Run 1, PDN straps and rails:
Bar = 20 um. Pins as bars on the die edge.
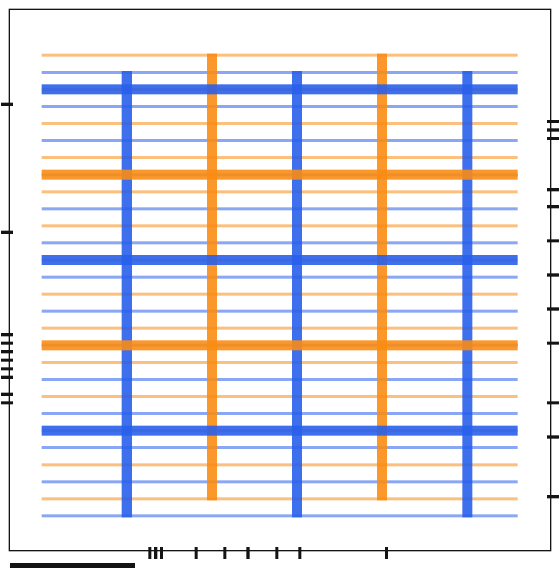
Run 1, cell classes on the final placement:
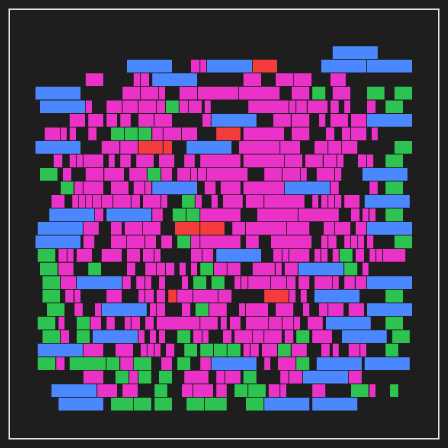
Run 1, clock network drawn from the DEF:
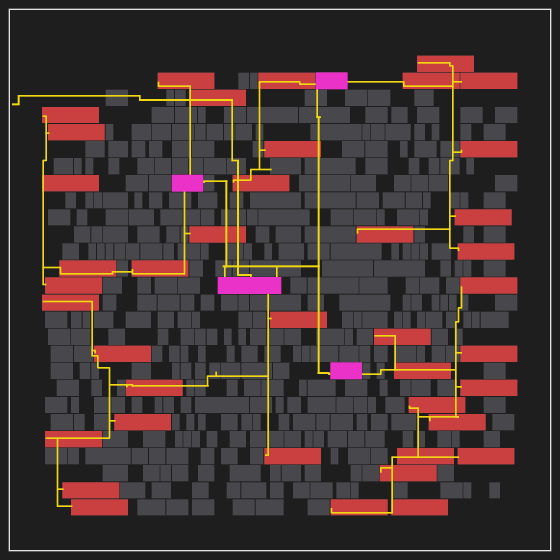
Run 1, metal layers overlaid:
Bar = 20 um.
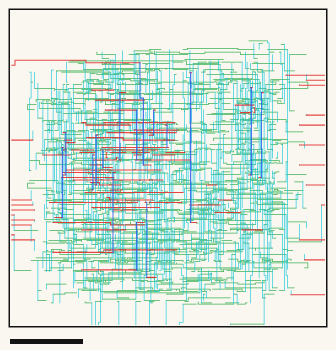
===== src/rtl/dvbc_pkg.sv =====
// Shared DVB-C constants and types for the byte/symbol packers.
package dvbc_pkg;

    // Shared with the transmit-side packer.
    localparam int unsigned BYTE_W    = 8;
    localparam int unsigned SYM_WIDTH = 10;
    localparam int unsigned MODE_W    = 4;

    // Bits per symbol for each constellation.
    localparam logic [MODE_W-1:0] QAM16  = 4'd4;
    localparam logic [MODE_W-1:0] QAM32  = 4'd5;
    localparam logic [MODE_W-1:0] QAM64  = 4'd6;
    localparam logic [MODE_W-1:0] QAM128 = 4'd7;
    localparam logic [MODE_W-1:0] QAM256 = 4'd8;

    // Upstream request FSM.
    typedef enum logic {REQ, WAIT} reqState_e;

    // A mode is usable only for 1..8 bits per symbol.
    function automatic logic isLegalMode(input logic [MODE_W-1:0] mode);
        return (mode != 4'd0) && (mode <= 4'd8);
    endfunction

endpackage


===== src/rtl/symbol_to_byte_if.sv =====
// Symbol-in / byte-out signal bundle of the receive-side repacker.
interface symbol_to_byte_if #(
    parameter int unsigned WIDTH = 10
);
    logic [3:0]       iMode;
    logic [WIDTH-1:0] iSym;
    logic             iValid;
    logic             iPSync;
    logic             oReq;
    logic             iReq;
    logic             oValid;
    logic [7:0]       oData;
    logic             oPSync;
    logic             oErr;

    // Stimulus side: drives symbols, mode and downstream ready.
    modport master (
        output iMode, iSym, iValid, iPSync, iReq,
        input  oReq, oValid, oData, oPSync, oErr
    );

    // Repacker side.
    modport slave (
        input  iMode, iSym, iValid, iPSync, iReq,
        output oReq, oValid, oData, oPSync, oErr
    );
endinterface


===== src/rtl/symbol_to_byte.sv =====
// Pulls m-bit symbols from the demapper and repacks them MSB-first into bytes.
// A packet-start symbol drops any residual bits so byte boundaries realign.
module symbol_to_byte
    import dvbc_pkg::*;
#(
    parameter int unsigned WIDTH = SYM_WIDTH  // must be >= 8
) (
    input  logic              iClk,
    input  logic              iClrn,
    symbol_to_byte_if.slave   bus
);

    localparam int unsigned ACC_W = WIDTH + 7;
    localparam int unsigned CNT_W = $clog2(WIDTH + 8);

    reqState_e          stateQ, stateD;
    logic [ACC_W-1:0]   accQ, accD;
    logic [CNT_W-1:0]   cntQ, cntD;
    logic [3:0]         mregQ, mregD;
    logic               syncQ, syncD;
    logic               reqQ, reqD;
    logic               validQ, validD;
    logic [7:0]         dataQ, dataD;
    logic               psyncQ, psyncD;
    logic               errQ, errD;

    logic               loadMode;
    logic               byteReady;
    logic [3:0]         mEff;
    logic [3:0]         mAcc;
    logic [ACC_W-1:0]   accBase;
    logic [CNT_W-1:0]   cntBase;
    logic [WIDTH-1:0]   symBits;
    logic [ACC_W-1:0]   accShift;

    // Next-state logic for the request FSM and the accumulator datapath.
    always_comb begin
        stateD   = stateQ;
        accD     = accQ;
        cntD     = cntQ;
        mregD    = mregQ;
        syncD    = syncQ;
        reqD     = 1'b0;
        validD   = 1'b0;
        dataD    = dataQ;
        psyncD   = 1'b0;
        errD     = errQ;
        mAcc     = mregQ;
        accBase  = accQ;
        cntBase  = cntQ;

        // Mode is only re-sampled when the pipe is empty and idle, so a
        // mode change never splits bits of one symbol.
        loadMode = (cntQ == '0) && (stateQ == REQ);
        mEff     = loadMode ? bus.iMode : mregQ;
        if (loadMode) begin
            mregD = bus.iMode;
        end

        unique case (stateQ)
            REQ: begin
                if (bus.iValid) begin
                    errD = 1'b1;
                end
                if (!isLegalMode(mEff)) begin
                    errD = 1'b1;
                end else if (cntQ < CNT_W'(8)) begin
                    reqD   = 1'b1;
                    stateD = WAIT;
                end
            end
            WAIT: begin
                if (bus.iValid) begin
                    stateD = REQ;
                    if (bus.iPSync) begin
                        accBase = '0;
                        cntBase = '0;
                        mregD   = bus.iMode;
                        syncD   = 1'b1;
                        // An illegal mode on a sync symbol appends nothing;
                        // the FSM then stalls in REQ with the error raised.
                        if (isLegalMode(bus.iMode)) begin
                            mAcc = bus.iMode;
                        end else begin
                            mAcc = '0;
                            errD = 1'b1;
                        end
                    end
                    accD = (accBase << mAcc) | ACC_W'(symBits);
                    cntD = cntBase + CNT_W'(mAcc);
                end
            end
            default: stateD = REQ;
        endcase

        // Requests only go out while cnt<8, so release never collides with
        // acceptance on the same edge.
        if (byteReady && bus.iReq) begin
            validD = 1'b1;
            dataD  = accShift[7:0];
            cntD   = cntQ - CNT_W'(8);
            psyncD = syncQ;
            syncD  = 1'b0;
        end
    end

    // Significant symbol bits and the byte window at the top of the count.
    always_comb begin
        symBits   = bus.iSym & ~({WIDTH{1'b1}} << mAcc);
        byteReady = (cntQ >= CNT_W'(8));
        accShift  = accQ >> (cntQ - CNT_W'(8));
    end

    // Request FSM state register.
    always_ff @(posedge iClk or negedge iClrn) begin
        if (!iClrn) begin
            stateQ <= REQ;
        end else begin
            stateQ <= stateD;
        end
    end

    // Accumulator, mode, sync flag and registered outputs.
    always_ff @(posedge iClk or negedge iClrn) begin
        if (!iClrn) begin
            accQ   <= '0;
            cntQ   <= '0;
            mregQ  <= '0;
            syncQ  <= 1'b0;
            reqQ   <= 1'b0;
            validQ <= 1'b0;
            dataQ  <= 8'h00;
            psyncQ <= 1'b0;
            errQ   <= 1'b0;
        end else begin
            accQ   <= accD;
            cntQ   <= cntD;
            mregQ  <= mregD;
            syncQ  <= syncD;
            reqQ   <= reqD;
            validQ <= validD;
            dataQ  <= dataD;
            psyncQ <= psyncD;
            errQ   <= errD;
        end
    end

    assign bus.oReq   = reqQ;
    assign bus.oValid = validQ;
    assign bus.oData  = dataQ;
    assign bus.oPSync = psyncQ;
    assign bus.oErr   = errQ;

endmodule


===== src/flat_wrapper.sv =====
// flat-port wrapper written by rule: the top's interface ports become plain ports
module symbol_to_byte_flat import dvbc_pkg::*;
#(
    parameter int unsigned WIDTH = SYM_WIDTH                 
)
  (iClk, iClrn, bus_iMode, bus_iSym, bus_iValid, bus_iPSync, bus_iReq, bus_oReq, bus_oValid, bus_oData, bus_oPSync, bus_oErr);
  symbol_to_byte_if #(.WIDTH(WIDTH)) bus_i ();
  input  logic iClk;
  input  logic iClrn;
  input wire logic [$bits(bus_i.iMode)-1:0] bus_iMode;
  input wire logic [$bits(bus_i.iSym)-1:0] bus_iSym;
  input wire logic [$bits(bus_i.iValid)-1:0] bus_iValid;
  input wire logic [$bits(bus_i.iPSync)-1:0] bus_iPSync;
  input wire logic [$bits(bus_i.iReq)-1:0] bus_iReq;
  output wire logic [$bits(bus_i.oReq)-1:0] bus_oReq;
  output wire logic [$bits(bus_i.oValid)-1:0] bus_oValid;
  output wire logic [$bits(bus_i.oData)-1:0] bus_oData;
  output wire logic [$bits(bus_i.oPSync)-1:0] bus_oPSync;
  output wire logic [$bits(bus_i.oErr)-1:0] bus_oErr;
  assign bus_i.iMode = bus_iMode;
  assign bus_i.iSym = bus_iSym;
  assign bus_i.iValid = bus_iValid;
  assign bus_i.iPSync = bus_iPSync;
  assign bus_i.iReq = bus_iReq;
  assign bus_oReq = bus_i.oReq;
  assign bus_oValid = bus_i.oValid;
  assign bus_oData = bus_i.oData;
  assign bus_oPSync = bus_i.oPSync;
  assign bus_oErr = bus_i.oErr;
  symbol_to_byte #(.WIDTH(WIDTH)) u_core (.iClk(iClk), .iClrn(iClrn), .bus(bus_i));
endmodule

===== config.mk =====
export PLATFORM = sky130hd
export DESIGN_NAME = symbol_to_byte_flat
export DESIGN_NICKNAME = d
export VERILOG_FILES = /design/src/rtl/dvbc_pkg.sv /design/src/rtl/symbol_to_byte_if.sv /design/src/rtl/symbol_to_byte.sv /design/src/flat_wrapper.sv
export SDC_FILE = /design/constraint.sdc
export NUM_CORES = 1
export LEC_CHECK = 0
export CAP_MARGIN = 5
export CORE_MARGIN = 5
export CORE_UTILIZATION = 58
export CTS_CLUSTER_DIAMETER = 30
export CTS_CLUSTER_SIZE = 20
export DETAILED_ROUTE_END_ITERATION = 10
export PLACE_DENSITY = 0.8
export SLEW_MARGIN = 20
export SYNTH_ARGS = -nofsm -noshare
export SYNTH_HDL_FRONTEND = slang
export SYNTH_SLANG_ARGS = --single-unit

===== constraint.sdc =====
create_clock -name iClk -period 2.56 [get_ports iClk]
set_input_delay 0.64 -clock iClk [delete_from_list [all_inputs] [get_ports iClk]]
set_output_delay 0.64 -clock iClk [all_outputs]
set_load 0.02 [all_outputs]

==> impl_metrics.csv, run 1 <==
group,metric,value,unit
outcome,outcome,"finished, final reports clean",
drt,drtIter0Drc,243,
drt,wl,9150,um
synthesis,fp_nets,390,
synthesis,compound_area_share,18.4,%
clocking,clock_sinks,40,
final_layout,comb_share,54.2,%
drt,top_layer,"met4",
pwr,power_leader,"combinational logic",
synthesis,syn_area,0.00336,sq mm
drt,wl_met3,709,um
drt,ant_nets,0,
timing,max_slew_margin,51.2,%
setup_path,endpoint_kind,"register",
setup_path,startpoint,"bus_iMode[0]",
setup_path,critPathMaxStageDelay,0.42,ns
min_path,hold_class,"primary input to async pin",
global_routing,grt_pass1_wl,15300,um
final_layout,regArea,0.00100,sq mm
synthesis,synth_largest_type_area_fraction,29.8,%
synthesis,synth_flops,40,
synthesis,synth-simple-area-share,16.1,%
setup_path,start_kind,"primary input",
synthesis,ys_sh_adder,2.16,%
clocking,cts_hold_buf,0,
synthesis,synthArstFlopShare,100,%
floorplanning,dieArea,0.00741,sq mm
clocking,cts_setup_buffers,0,
synthesis,top_cells_by_area,"dfrtp_1, mux2i_1, mux4_2",
timing,skew,0.00728,ns
final_layout,n_all_inverters,14,
timing,worst_slew_pin_slew,0.733,ns
final_layout,nMultiInputCombCells,280,
setup_path,crit_type,"primary input to register",
clocking,cts_resized,0,
clocking,worstSkewPairLatency,0.30,ns
synthesis,most_common_cell,"dfrtp_1",
setup_path,critPathSlowestCell,"clkdlybuf4s50_1",
global_routing,grt_util_met2,42.2,%
clocking,tritoncts,"yes",
synthesis,synth_seq_share,29.8,%
timing,fin_crit_sh,94.8,%
clocking,ctsHtreeMaxLevel,2,
final_layout,largest_reg_flops,17,
clocking,clockRootBuffer,"clkbuf_8",
drt,drt-vias-per-instance,6.51,
timing,slew_viol_final,0,
pwr,power.share.combinational,62.2,%
placed_design,port-buffer-count,30,
pwr,powerClk,451,uW
timing,whs,0.284,ns
synthesis,ys_sh_mux,26.2,%
drt,wl_per_cell,19.0,um
floorplanning,core-area,0.00557,sq mm
pwr,power.share.clock,9.0,%
placed_design,placed_area,0.00389,sq mm
drt,drc,0,
pwr,powerSeq,1450,uW
final_layout,ff_count,40,
setup_path,worstPathRequired,2.72,ns
final_layout,syn_to_final_growth,19.2,%
final_layout,nNetsFinal,433,
floorplanning,die_h,86.1,um
synthesis,synth.top_cells.by_count,"dfrtp_1, mux2i_1, nand2_1, nor2_1, o21ai_0",
floorplanning,taps,72,
drt,met2RoutedLength,4300,um
pwr,intPower,2730,uW
setup_path,r2r_end,"u_core.bus.oData[4]",
synthesis,flop_cell,"dfrtp_1",
final_layout,non_clock_buffer_count,68,
final_layout,final_cell_mix,"dfrtp_1, buf_4, mux2i_1, nand2_1, nor2_1",
pwr,swShare,45.9,%
setup_path,arrival,2.59,ns
synthesis,xor_share,1.30,%
global_routing,track_usage,26.0,%
timing,post-route-min-period,2.43,ns
synthesis,yosysUniqueCellTypes,56,
timing,setup_tns,0,ns
synthesis,edf_count,0,
global_routing,use_met3,4.23,%
final_layout,nonClkBufAreaFrac,14.9,%
final_layout,lay_top_count,"dfrtp_1",
run,max-cap-violations,0,
final_layout,finalInstanceArea,0.00400,sq mm
final_layout,comb_area,0.00217,sq mm
global_routing,busiest_layer,"met2",
setup_path,cp_num_cells,11,
clocking,clk_path_buf_depth,2,
pwr,ir_worst_vdd,0.861,mV
setup_path,critPathBufInv,3,
setup_path,path_cells,"clkdlybuf4s50_1, buf_4, nor4b_4, mux2i_2, inv_1, ha_1, nor3_2, a211oi_2, o21ai_0, nand2_1, a31oi_1",
placed_design,place_ws,-0.206,ns
synthesis,yosys_warnings,0,
pwr,leakage,0.00171,uW
synthesis,yosys_cells,366,
final_layout,sh_seq_area,25.0,%
final_layout,utilization,71.8,%
pwr,comb-power,3140,uW
final_layout,diodes,0,
final_layout,nFillCells,443,
synthesis,ys_chip_area,0.00336,sq mm
global_routing,grt_pass1_vias,3107,
timing,setup_viol,0,
global_routing,grt_max_degree,31,
setup_path,crit_end,"u_core.cntQ[4]",
timing,hold_violations,0,
placed_design,dp_cells,474,
placed_design,place_congestion,0.908,
final_layout,drive_gt1_share,20.7,%
global_routing,met1_usage,34.3,%
setup_path,r2r_start,"u_core.cntQ[0]",
timing,timing.fmax,0.412,GHz
setup_path,crit_path_max_fanout,3,
drt,num_vias,3136,
About 'PDN straps and rails':
- blue: VSS
- orange: VDD
- met5 straps: 5
- signal pins: 31

About 'cell classes on the final placement':
- blue: flip-flops (cells 40; share of their area 26%)
- magenta: all other logic (cells 294; share of their area 57%)
- red: clock drivers and dummy loads (cells 8; share of their area 2.4%)
- green: other buffers and delay cells (cells 68; share of their area 15%)

About 'clock network drawn from the DEF':
- magenta: cells driving clock nets (count 5)
- yellow: clock wires (length 582 um)
- red: flip-flops (count 40)
- routed clock nets: 6
- flops lie: all over the die

About 'metal layers overlaid':
- cyan: met2 (wire length 4300 um)
- red: met3 (wire length 709 um)
- green: met1 (wire length 3870 um)
- blue: met4 (wire length 275 um)

==> inputs of run 2 (changes only) <==
--- a/config.mk
+++ b/config.mk
@@ -6,12 +6,11 @@
 export NUM_CORES = 1
 export LEC_CHECK = 0
 export CAP_MARGIN = 5
-export CORE_MARGIN = 5
 export CORE_UTILIZATION = 58
 export CTS_CLUSTER_DIAMETER = 30
 export CTS_CLUSTER_SIZE = 20
 export DETAILED_ROUTE_END_ITERATION = 10
-export PLACE_DENSITY = 0.8
+export PLACE_DENSITY = 0.86
 export SLEW_MARGIN = 20
 export SYNTH_ARGS = -nofsm -noshare
 export SYNTH_HDL_FRONTEND = slang
Run 2, metal layers overlaid:
Bar = 20 um.
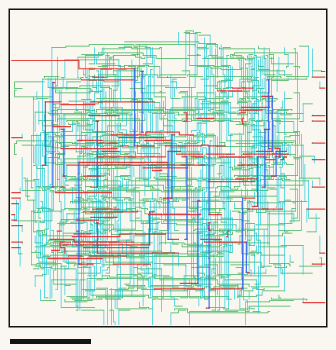
- cyan: met2 (wire length 4510 um)
- green: met1 (wire length 3690 um)
- red: met3 (wire length 720 um)
- blue: met4 (wire length 356 um)

==> impl_metrics.csv, run 2 <==
group,metric,value,unit
outcome,outcome,"finished, final reports clean",
synthesis,ys_sh_mux,26.2,%
floorplanning,core-area,0.00554,sq mm
pwr,comb-power,3200,uW
setup_path,r2r_start,"u_core.cntQ[0]",
final_layout,nFillCells,405,
floorplanning,die_x,78.1,um
placed_design,place_ws,-0.217,ns
global_routing,grt_max_degree,31,
pwr,powerClk,518,uW
setup_path,arrival,2.68,ns
synthesis,yosys_warnings,0,
drt,met2RoutedLength,4510,um
drt,drtIter0Drc,276,
clocking,cts_resized,0,
timing,max_slew_margin,52.7,%
synthesis,most_common_cell,"dfrtp_1",
floorplanning,die_h,78.1,um
global_routing,met1_usage,41.3,%
synthesis,synth_flops,40,
clocking,cts_setup_buffers,0,
final_layout,non_clock_buffer_count,66,
placed_design,port-buffer-count,30,
final_layout,n_all_inverters,14,
pwr,intPower,2790,uW
synthesis,synth.top_cells.by_count,"dfrtp_1, mux2i_1, nand2_1, nor2_1, o21ai_0",
final_layout,instances_no_fill,480,
drt,drt-vias-per-instance,6.81,
final_layout,regArea,0.00100,sq mm
setup_path,worstPathRequired,2.78,ns
final_layout,lay_top_count,"dfrtp_1",
timing,fin_crit_sh,95.9,%
synthesis,synth_largest_type_area_fraction,29.8,%
timing,timing.fmax,0.407,GHz
timing,rsz0062_at_grt,"no",
drt,num_vias,3271,
pwr,power_leader,"combinational logic",
synthesis,yosys.area.top_type,"dfrtp_1",
pwr,power.share.clock,10.0,%
drt,wl,9270,um
setup_path,endpoint_kind,"register",
synthesis,edf_count,0,
final_layout,diodes,0,
synthesis,ys_top_logic_family,"multiplexers",
setup_path,critPathMaxStageDelay,0.48,ns
clocking,cts_hold_buf,0,
synthesis,syn_inst,366,
setup_path,critPathSlowestCell,"clkdlybuf4s50_1",
timing,worst_slew_pin_slew,0.710,ns
synthesis,ys_sh_adder,2.16,%
global_routing,busiest_layer,"met2",
synthesis,compound_area_share,18.4,%
drt,top_layer,"met4",
pwr,swShare,46.0,%
pwr,leakage,0.00170,uW
run,max-cap-violations,0,
drt,ant_nets,0,
setup_path,r2r_end,"u_core.bus.oData[2]",
global_routing,track_usage,32.4,%
setup_path,critPathBufInv,2,
synthesis,avgSynthCellArea,9.18,sq um
final_layout,nMultiInputCombCells,280,
timing,setup_tns,0,ns
pwr,powerSeq,1450,uW
synthesis,fp_nets,390,
final_layout,ff_count,40,
placed_design,dp_cells,472,
floorplanning,dieArea,0.00610,sq mm
placed_design,place_congestion,0.953,
clocking,worstSkewPairLatency,0.30,ns
drt,first_pass_iters,6,
setup_path,crit_end,"u_core.cntQ[4]",
final_layout,drive_gt1_share,19.9,%
clocking,tritoncts,"yes",
synthesis,yosysUniqueCellTypes,56,
synthesis,synth-simple-area-share,16.1,%
clocking,clock_sinks,40,
synthesis,xor_share,1.30,%
synthesis,synth_seq_share,29.8,%
clocking,clockRootBuffer,"clkbuf_8",
global_routing,grt_util_met2,55.2,%
global_routing,use_met3,4.53,%
pwr,ir_worst_vdd,0.804,mV
setup_path,start_kind,"primary input",
setup_path,crit_path_max_fanout,3,
synthesis,ys_chip_area,0.00336,sq mm
floorplanning,row_count,27,
synthesis,syn_area,0.00336,sq mm
global_routing,grt_pass1_wl,15400,um
setup_path,cp_num_cells,10,
final_layout,comb_area,0.00217,sq mm
final_layout,finalInstanceArea,0.00400,sq mm
clocking,clk_path_buf_depth,2,
timing,whs,0.283,ns
drt,wl_met1,3690,um
synthesis,flop_cell,"dfrtp_1",
synthesis,synthArstFlopShare,100,%
setup_path,crit_type,"primary input to register",
final_layout,sh_seq_area,25.0,%
global_routing,grt_pass1_vias,3228,
final_layout,final_cell_mix,"dfrtp_1, mux2i_1, nand2_1, buf_4, nor2_1",
final_layout,syn_to_final_growth,19.1,%
clocking,ctsHtreeMaxLevel,2,
timing,skew,0.00979,ns
final_layout,comb_share,54.1,%
drt,wl_per_cell,19.3,um
setup_path,path_cells,"clkdlybuf4s50_1, nor2b_1, mux2i_2, inv_1, ha_1, nor3_1, a211oi_2, o21ai_1, nand2_1, a31oi_1",
timing,post-route-min-period,2.46,ns
drt,wl_met3,720,um
timing,setup_viol,0,
timing,hold_violations,0,
placed_design,placed_area,0.00388,sq mm
synthesis,yosys_cells,366,
synthesis,top_cells_by_area,"dfrtp_1, mux2i_1, mux4_2",
timing,slew_viol_final,0,
final_layout,nNetsFinal,431,
min_path,hold_class,"primary input to async pin",
final_layout,largest_reg_flops,17,
clocking,clk_pin_slew,0.08,ns
final_layout,utilization,72.2,%
pwr,power.share.combinational,62.0,%
setup_path,startpoint,"bus_iMode[2]",
final_layout,nonClkBufAreaFrac,14.6,%
final_layout,clkbuf_count,6,
floorplanning,taps,72,
drt,drc,0,
Run 2, clock network drawn from the DEF:
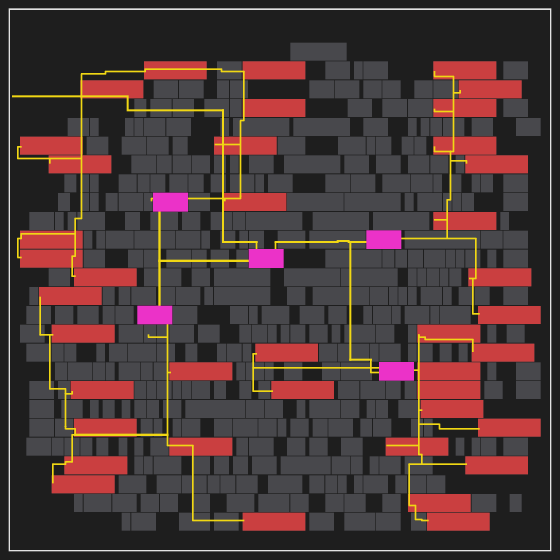
- yellow: clock wires (length 511 um)
- red: flip-flops (count 40)
- magenta: cells driving clock nets (count 5)
- routed clock nets: 6

Power figures rest on the tool's default switching activity, not on a simulated workload.
